==> config.mk <==
export PLATFORM = sky130hd
export DESIGN_NAME = mul_seq
export DESIGN_NICKNAME = d
export VERILOG_FILES = /design/src/rtl/mul_seq_pkg.sv /design/src/rtl/mul_abs_neg.sv /design/src/rtl/mul_seq.sv
export SDC_FILE = /design/constraint.sdc
export NUM_CORES = 1
export LEC_CHECK = 0
export CAP_MARGIN = 0
export CORE_ASPECT_RATIO = 2
export CORE_MARGIN = 5
export CORE_UTILIZATION = 60
export CTS_BUF_LIST = sky130_fd_sc_hd__clkbuf_4 sky130_fd_sc_hd__clkbuf_8 sky130_fd_sc_hd__clkbuf_16
export DETAILED_ROUTE_END_ITERATION = 7
export PLACE_DENSITY = 0.82
export SKIP_LAST_GASP = 1
export SYNTH_ARGS = -nofsm -noshare
export SYNTH_HDL_FRONTEND = slang
export SYNTH_HIERARCHICAL = 1
export SYNTH_SLANG_ARGS = --single-unit
==> constraint.sdc <==
create_clock -name clock -period 8.45 [get_ports clock]
set_input_delay 1.69 -clock clock [delete_from_list [all_inputs] [get_ports clock]]
set_output_delay 1.69 -clock clock [all_outputs]
set_load 0.03 [all_outputs]
==> src/rtl/mul_seq_pkg.sv <==
// mul_seq_pkg: shared widths, signedness encodings, FSM states and iteration counts
package mul_seq_pkg;
   localparam int XLEN = 64;
   localparam logic [1:0] MUL_UU = 2'b00;
   localparam logic [1:0] MUL_SS = 2'b11;
   localparam logic [1:0] MUL_SU = 2'b10;
   localparam logic [6:0] CNT_D = 7'd64;
   localparam logic [6:0] CNT_W = 7'd32;
   typedef enum logic [1:0] {IDLE, BUSY, DONE} state_t;
endpackage

==> src/rtl/mul_abs_neg.sv <==
// mul_abs_neg: conditional two's-complement negate of a W-bit value
module mul_abs_neg #(
   parameter int W = 64
) (
   input  logic         i_neg,
   input  logic [W-1:0] i_val,
   output logic [W-1:0] o_val
);
   assign o_val = i_neg ? ~i_val + W'(1) : i_val;
endmodule

==> src/rtl/mul_seq.sv <==
// mul_seq: radix-2 shift-add multiplier for MUL/MULH/MULHSU/MULHU/MULW
// MUL_EARLY_EXIT_EN: finish as soon as the remaining multiplier is zero
module mul_seq
   import mul_seq_pkg::*;
#(
   parameter int XLEN = mul_seq_pkg::XLEN
) (
   input  logic            clock,
   input  logic            reset,
   input  logic            mul,
   input  logic            w,
   input  logic [1:0]      mul_signed,
   input  logic            high,
   input  logic [XLEN-1:0] multiplicand,
   input  logic [XLEN-1:0] multiplier,
   output logic [XLEN-1:0] result,
   output logic            complete
);
   state_t              r_state, w_state_n;
   logic [6:0]          r_count;
   logic [XLEN-1:0]     r_mcand, r_mplier, r_result;
   logic [2*XLEN-1:0]   r_acc, w_acc_step, w_acc_n, w_prod;
   logic                r_neg, r_w, r_high, r_complete;
   logic                w_a_sgn, w_b_sgn, w_last;
   logic [XLEN-1:0]     w_a_abs, w_b_abs, w_res;
   logic [XLEN:0]       w_sum;

   // 32-bit ops are unsigned in the low half, so sign handling is suppressed for w
   assign w_a_sgn = mul_signed[1] & multiplicand[XLEN-1] & ~w;
   assign w_b_sgn = (mul_signed == MUL_SS) & multiplier[XLEN-1] & ~w;

   mul_abs_neg #(.W(XLEN)) u_abs_a (.i_neg(w_a_sgn), .i_val(multiplicand), .o_val(w_a_abs));
   mul_abs_neg #(.W(XLEN)) u_abs_b (.i_neg(w_b_sgn), .i_val(multiplier), .o_val(w_b_abs));

   assign w_sum      = {1'b0, r_acc[2*XLEN-1:XLEN]} + (r_mplier[0] ? {1'b0, r_mcand} : '0);
   assign w_acc_step = {w_sum, r_acc[XLEN-1:1]};

`ifdef MUL_EARLY_EXIT_EN
   logic w_early;
   assign w_early = (r_mplier == '0);
   assign w_acc_n = w_early ? r_acc >> r_count : w_acc_step;
   assign w_last  = w_early | (r_count == 7'd1);
`else
   assign w_acc_n = w_acc_step;
   assign w_last  = (r_count == 7'd1);
`endif

   mul_abs_neg #(.W(2*XLEN)) u_fix (.i_neg(r_neg), .i_val(w_acc_n), .o_val(w_prod));

   // after 32 iterations the 64-bit w product sits in acc[95:32]
   assign w_res = r_w    ? {{32{w_prod[63]}}, w_prod[63:32]} :
                  r_high ? w_prod[2*XLEN-1:XLEN] : w_prod[XLEN-1:0];

   always_comb begin
      w_state_n = IDLE;
      case (r_state)
         IDLE:    w_state_n = mul ? BUSY : IDLE;
         BUSY:    w_state_n = !mul ? IDLE : w_last ? DONE : BUSY;
         default: w_state_n = IDLE;
      endcase
   end

   always_ff @(posedge clock) begin
      if (reset) begin
         r_state    <= IDLE;
         r_count    <= '0;
         r_acc      <= '0;
         r_mcand    <= '0;
         r_mplier   <= '0;
         r_neg      <= 1'b0;
         r_w        <= 1'b0;
         r_high     <= 1'b0;
         r_result   <= '0;
         r_complete <= 1'b0;
      end else begin
         r_state    <= w_state_n;
         r_complete <= (r_state == BUSY) & mul & w_last;
         if (r_state == IDLE && mul) begin
            r_mcand  <= w ? {32'b0, multiplicand[31:0]} : w_a_abs;
            r_mplier <= w ? {32'b0, multiplier[31:0]} : w_b_abs;
            r_acc    <= '0;
            r_neg    <= w_a_sgn ^ w_b_sgn;
            r_w      <= w;
            r_high   <= high;
            r_count  <= w ? CNT_W : CNT_D;
         end
         if (r_state == BUSY) begin
            r_acc    <= w_acc_n;
            r_mplier <= r_mplier >> 1;
            r_count  <= r_count - 7'd1;
            if (mul && w_last) r_result <= w_res;
         end
      end
   end

   assign result   = r_result;
   assign complete = r_complete;
endmodule

==> changes_impl.md, run 1 <==
## Implementation

- Late-Pin Clk Latency: 0.60 ns
- CTS tree: yes
- Worst path depth: 22
- Yosys Chip Area: 24600 sq um
- Final Max Tran Viols: 5
- CP peak stage delay: 0.97 ns
- RR Startpoint: r_mplier[0]$_SDFFE_PP0P_
- Height of the die: 296 um
- Endpoint type of the worst setup path: flop
- Mapped cell area: 24600 sq um
- Logic area: 17000 sq um
- Init Core Util: 60.2%
- Syn Inst Count: 3176
- Final wirelength: 86100 um
- M1 WL: 29000 um
- Top sig layer: met5
- Register area share after synthesis: 27.0%
- Synth Flop Type: dfxtp_1
- Count of library flops with an enable pin: 0
- Placed cells: 3721
- Failing checks: capacitance limit, slew limit
- Worst-path fanout max: 33
- Critical path cell sequence: nand2_1, inv_1, ha_1, a211oi_1, o21bai_1, a211oi_2, nand4b_1, a31oi_1, nor3_2, o21ai_2, a21oi_1, xnor2_1, or4_4, or3_4, or4_4, or4_4, o31ai_1, xnor2_1, a211oi_1, nor3_1, a21oi_1, nor2_1
- Min-Delay Startpoint: r_mcand[62]$_SDFFE_PP0P_
- Post-synth ARST share: 0%
- Top cell area share: 27.0%
- CP Buf/Inv Count: 1
- ANT nets after route: 0
- Vias: 24.8k
- # IOs: 200
- Critical Path Most Common Cell: or4_4
- Max Cap Viol: 1
- Crit. Startpoint: r_mplier[0]$_SDFFE_PP0P_
- Vias in the first global route: 24.1k
- Outcome: finished with violations
- CTS H-tree lvls: 1
- Share of layout cells above drive strength 1: 6.75%
- Chip Area: 45400 sq um
- Syn avg cell area: 7.75 sq um
run 1: routing by layer:
layer / vias to the layer above / GRT usage (%)
met5: - / 0
met4: 2 / 28.2
met3: 354 / 4.27
met2: 1095 / 67.4
met1: 11700 / 36.0
li1: 11600 / -
run 1: flip-flops by register name, summed over array words and instances, names as in the netlist:
register / flops
r_mcand: 64
r_acc: 127
r_neg: 1
r_w: 1
r_state: 2
r_count: 7
r_high: 1
result: 64
r_mplier: 64
complete: 1
run 1: placed cells by master (no fill, tap or decap), types with 69 or more instances in the layout:
cell	Yosys	final
clkdlybuf4s50_1	0	197
a22oi_1	88	88
dfxtp_1	332	329
mux2i_1	97	97
a21oi_1	245	245
nand2_1	262	261
nor3_1	117	117
nor2_1	381	375
ha_1	69	69
o31ai_1	69	69
xnor2_1	281	281
and2_1	70	70
a211oi_1	105	105
o21ai_0	111	111
run 1: path summary, 6_finish.rpt:
path / slack (ns) / endpoint
setup / recovery: 1.42 / result[62]$_SDFFE_PP0P_
hold / removal: 0.45 / r_mcand[62]$_SDFFE_PP0P_
setup reg to reg: 1.42 / result[62]$_SDFFE_PP0P_
hold reg to reg: 0.45 / r_mcand[62]$_SDFFE_PP0P_
run 1: final cells by class:
type / instances / area share, %
sequential: 332 / 24.0
timing repair buffer: 233 / 8.10
clock buffer: 41 / 3.19
tap: 535 / 2.41
inverter: 43 / 0.581
multi-input combinational: 2578 / 61.2
clock inverter: 16 / 0.550
run 1: where the power goes:
| part | leakage, uW | switching, uW | internal [uW] | total, uW |
|---|---|---|---|---|
| sequential | 0.00270 | 35.9 | 1610 | 1650 |
| clock | 0.000510 | 665 | 803 | 1470 |
| combinational | 0.00715 | 428 | 259 | 687 |
| total | 0.0104 | 1130 | 2680 | 3810 |
run 1: per-stage QoR:
step                      area (sq um)  hold WS (ns)  worst slack (ns)  utilization, %  total power, uW
after global routing             27800         0.471              1.09            68.0             3930
after floorplan                  24600         0.427              2.55               -             2110
after detailed placement         26700         0.442              1.46            65.4             2360
final                            27800         0.449              1.42            68.0             3810
after CTS                        27800         0.450              1.44            68.0             3810
after global placement           26700         0.436              1.58            65.4             2340
run 1: kinds of logic after synthesis:
kind of cell             after synthesis  share of synthesized area (%)
AND/OR/NAND/NOR                     1236                           26.0
XOR/XNOR                             312                           11.2
buffers and inverters                266                           4.20
adder cells (fa/ha/maj)               70                           3.59
AND-OR/OR-AND                        863                           24.1
multiplexers                          97                           3.95
flip-flops                           332                           27.0
run 1: tightest hold or removal path, cell delays in order (launching register included):
cell,delay [ns]
dfxtp_1,0.31
nand2_1,0.05
a21oi_1,0.05
run 1: cells in the mapped netlist (37+ instances only):
master	n
and2_1	70
clkbuf_1	193
ha_1	69
nor3_1	117
nor2b_1	37
nand4_1	38
o31ai_1	69
inv_1	41
nand3b_1	38
dfxtp_1	332
nand3_1	53
mux2i_1	97
nor2_1	381
xnor2_1	281
a21oi_1	245
nand2_1	262
o21ai_0	111
a22oi_1	88
a211oi_1	105
o41ai_1	44
nor4_1	42
Run 1, placement view:
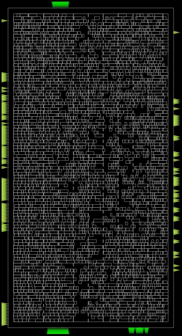
row cnt: 105
Fill cells: 3380
FFs & Latches: 332
Seq/total area: 24.0%

Run 1, zoomed window:
Window x 62 to 92, y 133 to 163 um. Cells in gray, sequential cells in the stronger gray; small squares are vias.
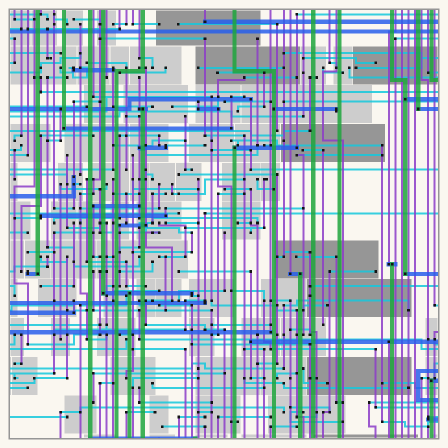
- purple: M2
- cyan: M1
- blue: M3
- green: M4
- netlist names of flops here include: r_acc (6), r_high (1)
- sequential cells in the window: 7
- cells with their middle in the window: 65
- most frequent: a21oi_1 (10)

Run 1, gate families picked out:
Drawn at 1.5 px/um.
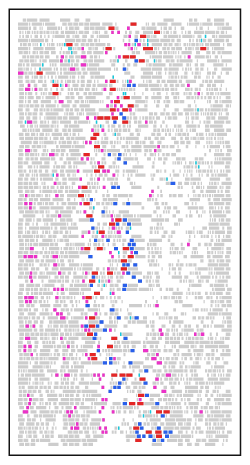
- cyan: inv cells (cells 43; most used inv_1)
- red: fa/ha/maj cells (cells 70; most used ha_1)
- blue: non-inverting ao/oa cells (cells 84; most used a22o_1)
- magenta: and/or cells (cells 178; most used and2_1)
Commonest Layout Cell: nor2_1
Non-Filler Instances: 3778
fraction of area in multi-input gates: 61.2%

## Run 2: what changed since run 1
- CORE_UTILIZATION: 60 -> 54
- PLACE_DENSITY: 0.82 -> 0.78
- clock period: 8.45 -> 5.75 ns (I/O delays scaled with it)
==> run 2 against run 1 <==
  * The run now ends clean
  * Clock skew is 0.017 ns higher
  * Clock power is 56% higher
  * Critical path depth is 1 higher
  * Fmax is 23% higher
  * Sequential cell count stayed put
  * Global-route usage is 1.6 points lower
  * Final cell count is 5.1% higher
  * Critical path type unchanged
  * Critical endpoint is now result[63]$_SDFFE_PP0P_
==> changes_impl.md, run 2 <==
## Implementation

- Outcome: finished, final reports clean (was finished with violations)
- Syn Inst Count: 3176 (unchanged)
- Final Core Density: 65.5% (was 68.0%)
- Worst-path fanout max: 3 (was 33)
- Init Core Util: 54.5% (was 60.2%)
- Mapped cell area: 24600 sq um (unchanged)
- Most frequent cell after synthesis: nor2_1 (unchanged)
- Met2 usage: 65.0% (was 67.4%)
- Yosys Chip Area: 24600 sq um (unchanged)
- Register area share after synthesis: 27.0% (unchanged)
- Syn avg cell area: 7.75 sq um (unchanged)
- Late-Pin Clk Latency: 0.63 ns (was 0.60 ns)
- M3 GR Usage: 3.73% (was 4.27%)
- Largest register by flop count: r_acc (unchanged)
- # IOs: 200 (unchanged)
- Fill cells: 3890 (was 3380)
- Crit path DRT: 6.20 ns (was 8.90 ns)
- Endpoint type of the worst setup path: flop (unchanged)
- Row cnt: 110 (was 105)
- Max reg flops: 127 (unchanged)
- CTS H-tree lvls: 1 (unchanged)
- Non-Filler Instances: 3971 (was 3778)
- Chip Area: 50200 sq um (was 45400 sq um)
- Synth Flop Type: dfxtp_1 (unchanged)
- Max Cap Viol: 0 (was 1)
- Final Max Tran Viols: 0 (was 5)
- ANT nets after route: 0 (unchanged)
- Share of layout cells above drive strength 1: 12.8% (was 6.75%)
- Post-synth ARST share: 0% (unchanged)
- Vias in the first global route: 24.8k (was 24.1k)
- DR pass1 iterations: 5 (was 6)
- Top Layout Cells: nor2_1 (373), dfxtp_1 (328), xnor2_1 (279), nand2_1 (260), a21oi_1 (241) (was nor2_1 (375), dfxtp_1 (329), xnor2_1 (281), nand2_1 (261), a21oi_1 (245))
- WP data arrival: 6.16 ns (was 7.48 ns)
- Count of library flops with an enable pin: 0 (unchanged)
- Placed cells: 3897 (was 3721)
- Register-to-register setup slack: 0.04 ns (was 1.42 ns)
==> run 2: cell counts after synthesis <==
Identical to the previous run, type by type.
==> run 2: stage by stage <==
| step | worst slack (ns) | TNS (ns) | hold slack, ns | instance area (sq um) | total power (uW) |
|---|---|---|---|---|---|
| after floorplan | 0.0144 | 0 | 0.427 | 24600 | 3100 |
| after global placement | -0.0162 | -0.0162 | 0.435 | 27900 | 3520 |
| after detailed placement | -0.115 | -0.237 | 0.444 | 27900 | 3540 |
| after CTS | -0.00380 | -0.00380 | 0.453 | 29200 | 5830 |
| after global routing | -0.156 | -0.521 | 0.472 | 29600 | 6020 |
| final | 0.0443 | 0 | 0.449 | 29600 | 5840 |
==> run 2: critical path, stage by stage (launching register included) <==
cell       delay [ns]
dfxtp_4          0.38
and2_4           0.16
ha_4             0.13
inv_2            0.04
fa_2             0.38
and2b_1          0.23
o2111ai_2        0.16
a211o_1          0.40
a21o_1           0.23
o211a_4          0.26
o21ai_4          0.14
inv_1            0.07
o21ai_2          0.13
xor2_1           0.11
or4_4            0.54
or3_4            0.35
or4_4            0.50
or4_4            0.48
o41ai_4          0.24
xnor2_1          0.11
mux2i_1          0.18
nor2_1           0.09
a21oi_1          0.16
nor2_1           0.07
==> run 2: logic make-up (layout without fill, tap and decap cells) <==
family	after synthesis	in the layout	share of synthesized area [%]
other	0	4	0
DFF	332	332	27.0
AOI/OAI and AO/OA	863	863	24.1
adders and majority gates	70	70	3.59
xor gates and xnor gates	312	312	11.2
muxes	97	97	3.95
and+or+nand+nor	1236	1236	26.0
buffers and inverters	266	497	4.20
==> run 2: final timing paths <==
check,start,to,depth (start not counted)
setup / recovery,r_mplier[0]$_SDFFE_PP0P_,result[63]$_SDFFE_PP0P_,23
hold / removal,r_mcand[39]$_SDFFE_PP0P_,r_mcand[39]$_SDFFE_PP0P_,2
setup reg to reg,r_mplier[0]$_SDFFE_PP0P_,result[63]$_SDFFE_PP0P_,23
hold reg to reg,r_mcand[39]$_SDFFE_PP0P_,r_mcand[39]$_SDFFE_PP0P_,2
==> run 2: power by group <==
part,internal (uW),leakage (uW),switching (uW),total [uW]
Combinational,447,0.00808,672,1120
Sequential,2370,0.00270,56.4,2430
Clock,1300,0.000536,994,2300
Total,4120,0.0113,1720,5840
==> run 2: area by class of cell <==
cell class / instances / share of cell area (%)
Clock inverter: 17 / 0.796
Antenna cell: 4 / 0.0339
Tap cell: 560 / 2.37
Timing Repair Buffer: 398 / 12.0
Sequential cell: 332 / 22.5
Clock buffer: 39 / 2.95
Multi-Input combinational cell: 2578 / 58.8
Inverter: 43 / 0.546
==> run 2: metal layers <==
metal / vias to the layer above / share of wire (%)
li1: 12000 / -
met5: - / 0
met4: 0 / 9.6
met1: 11900 / 34
met2: 884 / 52
met3: 334 / 4.2
==> run 2: repair_timing <==
| action | CTS | global route |
|---|---|---|
| endpoints found under the setup margin | 3 | 17 |
| cloned | 1 | 0 |
| buffers inserted | 6 | 9 |
| resized | 18 | 45 |
| hold buffers | 0 | 0 |
| pin swaps | 25 | 30 |
Run 2, placement view:
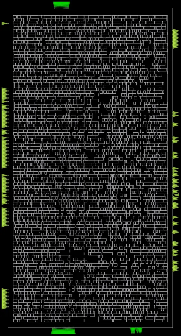
Seq/total area: 22.5%
CORE AREA: 45100 sq um

Run 2, zoomed window:
Window x 65 to 95, y 141 to 171 um. Cells in gray, sequential cells in the stronger gray; small squares are vias.
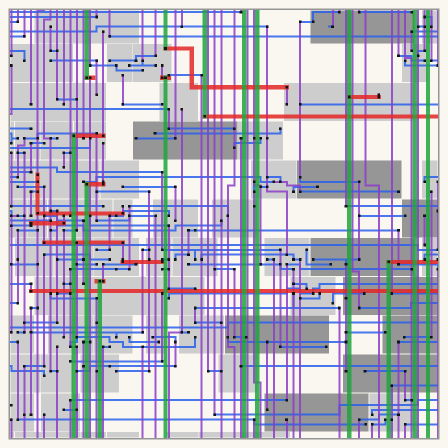

Run 2, wiring by layer:
Drawn at 1.5 px/um. Two of the layers only.
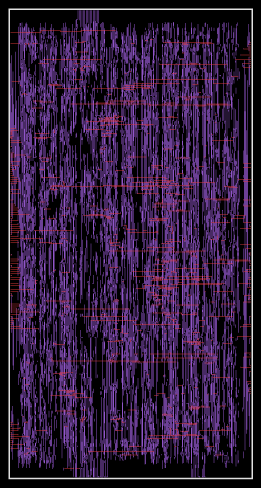
- red: M3 (wire length 3870 um)
- purple: M2 (wire length 47.6 mm)
vias: 25.1k
all-layer global routing usage: 34.5%
final wirelength: 91500 um
WL/cell: 23.0 um

## Run 3: what changed since run 2
- CAP_MARGIN: 0 -> unset
==> run 3 against run 2 <==
  * Area after synthesis is the same
  * Sequential power about the same
  * Routed wire length is the same
  * Worst hold slack stayed put
  * Combinational power is essentially flat
  * Sequential share of layout area did not move
  * Core utilization unchanged
  * Clock skew unchanged
  * Clock power hardly changed
  * Power is the same
  * Count of clock-buffer cells in the layout did not move
==> changes_impl.md, run 3 <==
## Implementation

- Outcome: finished, final reports clean (unchanged)
- CP Buf/Inv Count: 2 (unchanged)
- Endpoint type of the worst setup path: flop (unchanged)
- Final Max Tran Viols: 0 (unchanged)
- Chip Area: 50200 sq um (unchanged)
- CORE AREA: 45100 sq um (unchanged)
- Crit path DRT: 6.20 ns (about the same)
- ANT nets after route: 0 (unchanged)
- Critical Path Most Common Cell: or4_4 (unchanged)
- Syn avg cell area: 7.75 sq um (unchanged)
- All-layer global routing usage: 34.5% (unchanged)
- Share of layout cells above drive strength 1: 12.8% (unchanged)
- FF-to-FF path depth: 23 (unchanged)
- Syn Inst Count: 3176 (unchanged)
- Max Cap Viol: 0 (unchanged)
- Yosys Chip Area: 24600 sq um (unchanged)
- Min-Delay Startpoint: r_mcand[39]$_SDFFE_PP0P_ (unchanged)
- Critical path cell sequence: and2_4, ha_4, inv_2, fa_2, and2b_1, o2111ai_2, a211o_1, a21o_1, o211a_4, o21ai_4, inv_1, o21ai_2, xor2_1, or4_4, or3_4, or4_4, or4_4, o41ai_4, xnor2_1, mux2i_1, nor2_1, a21oi_1, nor2_1 (unchanged)
- Commonest cells post-synth: nor2_1 (381), dfxtp_1 (332), xnor2_1 (281) (unchanged)
- Worst hold stages: 2 (unchanged)
- Placed cells: 3897 (unchanged)
- Count of library flops with an enable pin: 0 (unchanged)
- Post-synth ARST share: 0% (unchanged)
- Register area share after synthesis: 27.0% (unchanged)
- Height of the die: 312 um (unchanged)
- WP data arrival: 6.16 ns (about the same)
run 3: cell counts after synthesis:
Identical to the previous run, type by type.
run 3: logic make-up (layout without fill, tap and decap cells):
logic type / count (synthesis) / count (layout) / synth area share [%]
and+or+nand+nor: 1236 / 1236 / 26.0
AOI/OAI and AO/OA: 863 / 863 / 24.1
DFF: 332 / 332 / 27.0
xor gates and xnor gates: 312 / 312 / 11.2
buffers and inverters: 266 / 497 / 4.20
muxes: 97 / 97 / 3.95
adders and majority gates: 70 / 70 / 3.59
other: 0 / 4 / 0
run 3: cell type report:
class,instances,area [sq um],share of cell area [%]
Clock inverter,17,235,0.796
Tap cell,560,701,2.37
Sequential cell,332,6660,22.5
Timing Repair Buffer,398,3540,12.0
Antenna cell,4,10.0,0.0339
Clock buffer,39,872,2.95
Multi-Input combinational cell,2578,17400,58.8
Inverter,43,161,0.546
run 3: metrics by stage:
stage	total power, uW	utilization [%]	instance area (sq um)	setup WS [ns]	setup TNS [ns]
2_1_floorplan	3100	-	24600	0.0144	0
3_3_place_gp	3520	61.8	27900	-0.0162	-0.0162
3_5_place_dp	3540	61.8	27900	-0.115	-0.237
4_1_cts	5830	64.7	29200	-0.00380	-0.00380
5_1_grt	6020	65.5	29600	-0.156	-0.521
6_report	5840	65.5	29600	0.0443	0
run 3: worst register-to-register path: stages (launching register included):
cell	delay, ns
dfxtp_4	0.38
and2_4	0.16
ha_4	0.13
inv_2	0.04
fa_2	0.38
and2b_1	0.23
o2111ai_2	0.16
a211o_1	0.40
a21o_1	0.23
o211a_4	0.26
o21ai_4	0.14
inv_1	0.07
o21ai_2	0.13
xor2_1	0.11
or4_4	0.54
or3_4	0.35
or4_4	0.50
or4_4	0.48
o41ai_4	0.24
xnor2_1	0.11
mux2i_1	0.18
nor2_1	0.09
a21oi_1	0.16
nor2_1	0.07
run 3: final timing paths:
kind	end	slack, ns
worst max-delay path	result[63]$_SDFFE_PP0P_	0.04
worst min-delay path	r_mcand[39]$_SDFFE_PP0P_	0.45
worst max register to register	result[63]$_SDFFE_PP0P_	0.04
worst min register to register	r_mcand[39]$_SDFFE_PP0P_	0.45
run 3: repair_timing:
action / in CTS / in global routing
pin swaps: 25 / 30
setup endpoints to repair: 3 / 17
gates resized: 18 / 45
hold buffers: 0 / 0
setup buffers: 6 / 9
gates cloned: 1 / 0
run 3: power breakdown:
part | switching [uW] | total (uW) | internal, uW
combinational | 672 | 1120 | 447
sequential | 56.4 | 2430 | 2370
clock | 994 | 2300 | 1300
run 3: per-layer routing:
layer	wire [um]	track usage, %
met1	31200	33.5
met2	47600	65.0
met3	3870	3.73
met4	8820	27.3
met5	0	0
Run 3, zoomed window:
Window x 65 to 95, y 141 to 171 um. Cells in gray, sequential cells in the stronger gray; small squares are vias.
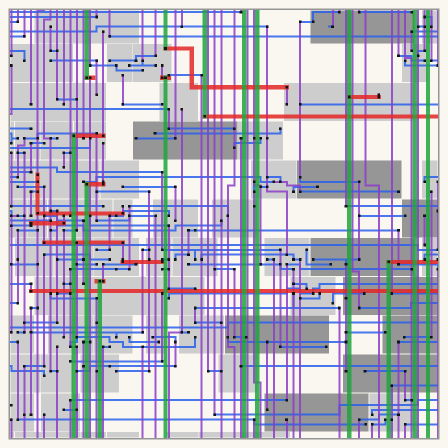
- red: M3
- green: M4
- purple: M2
- blue: M1
- sequential cells in the window: 9
- cells with their middle in the window: 56
- most frequent: dfxtp_1 (9), buf_4 (8), a22o_1 (6)
- netlist names of flops here include: r_acc (9)

Run 3, placement view:
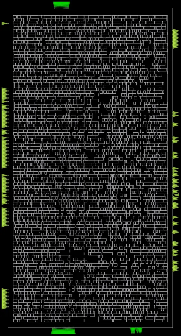
Fill cells: 3890
row cnt: 110
Final Core Density: 65.5%
Non-Filler Instances: 3971

Run 3, wiring heat map:
Drawn at 1 px/um. 16 x 31 tiles, from dark purple (low) to yellow (high), scaled to the fullest tile. Values are wire area over tile area, all layers added.
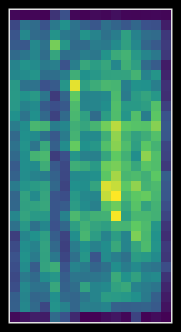
- tiles over half the peak: 39%
- fullest tile: 0.69
- nearly empty tiles: 3.0%

Power is estimated from default activity; no workload was simulated.
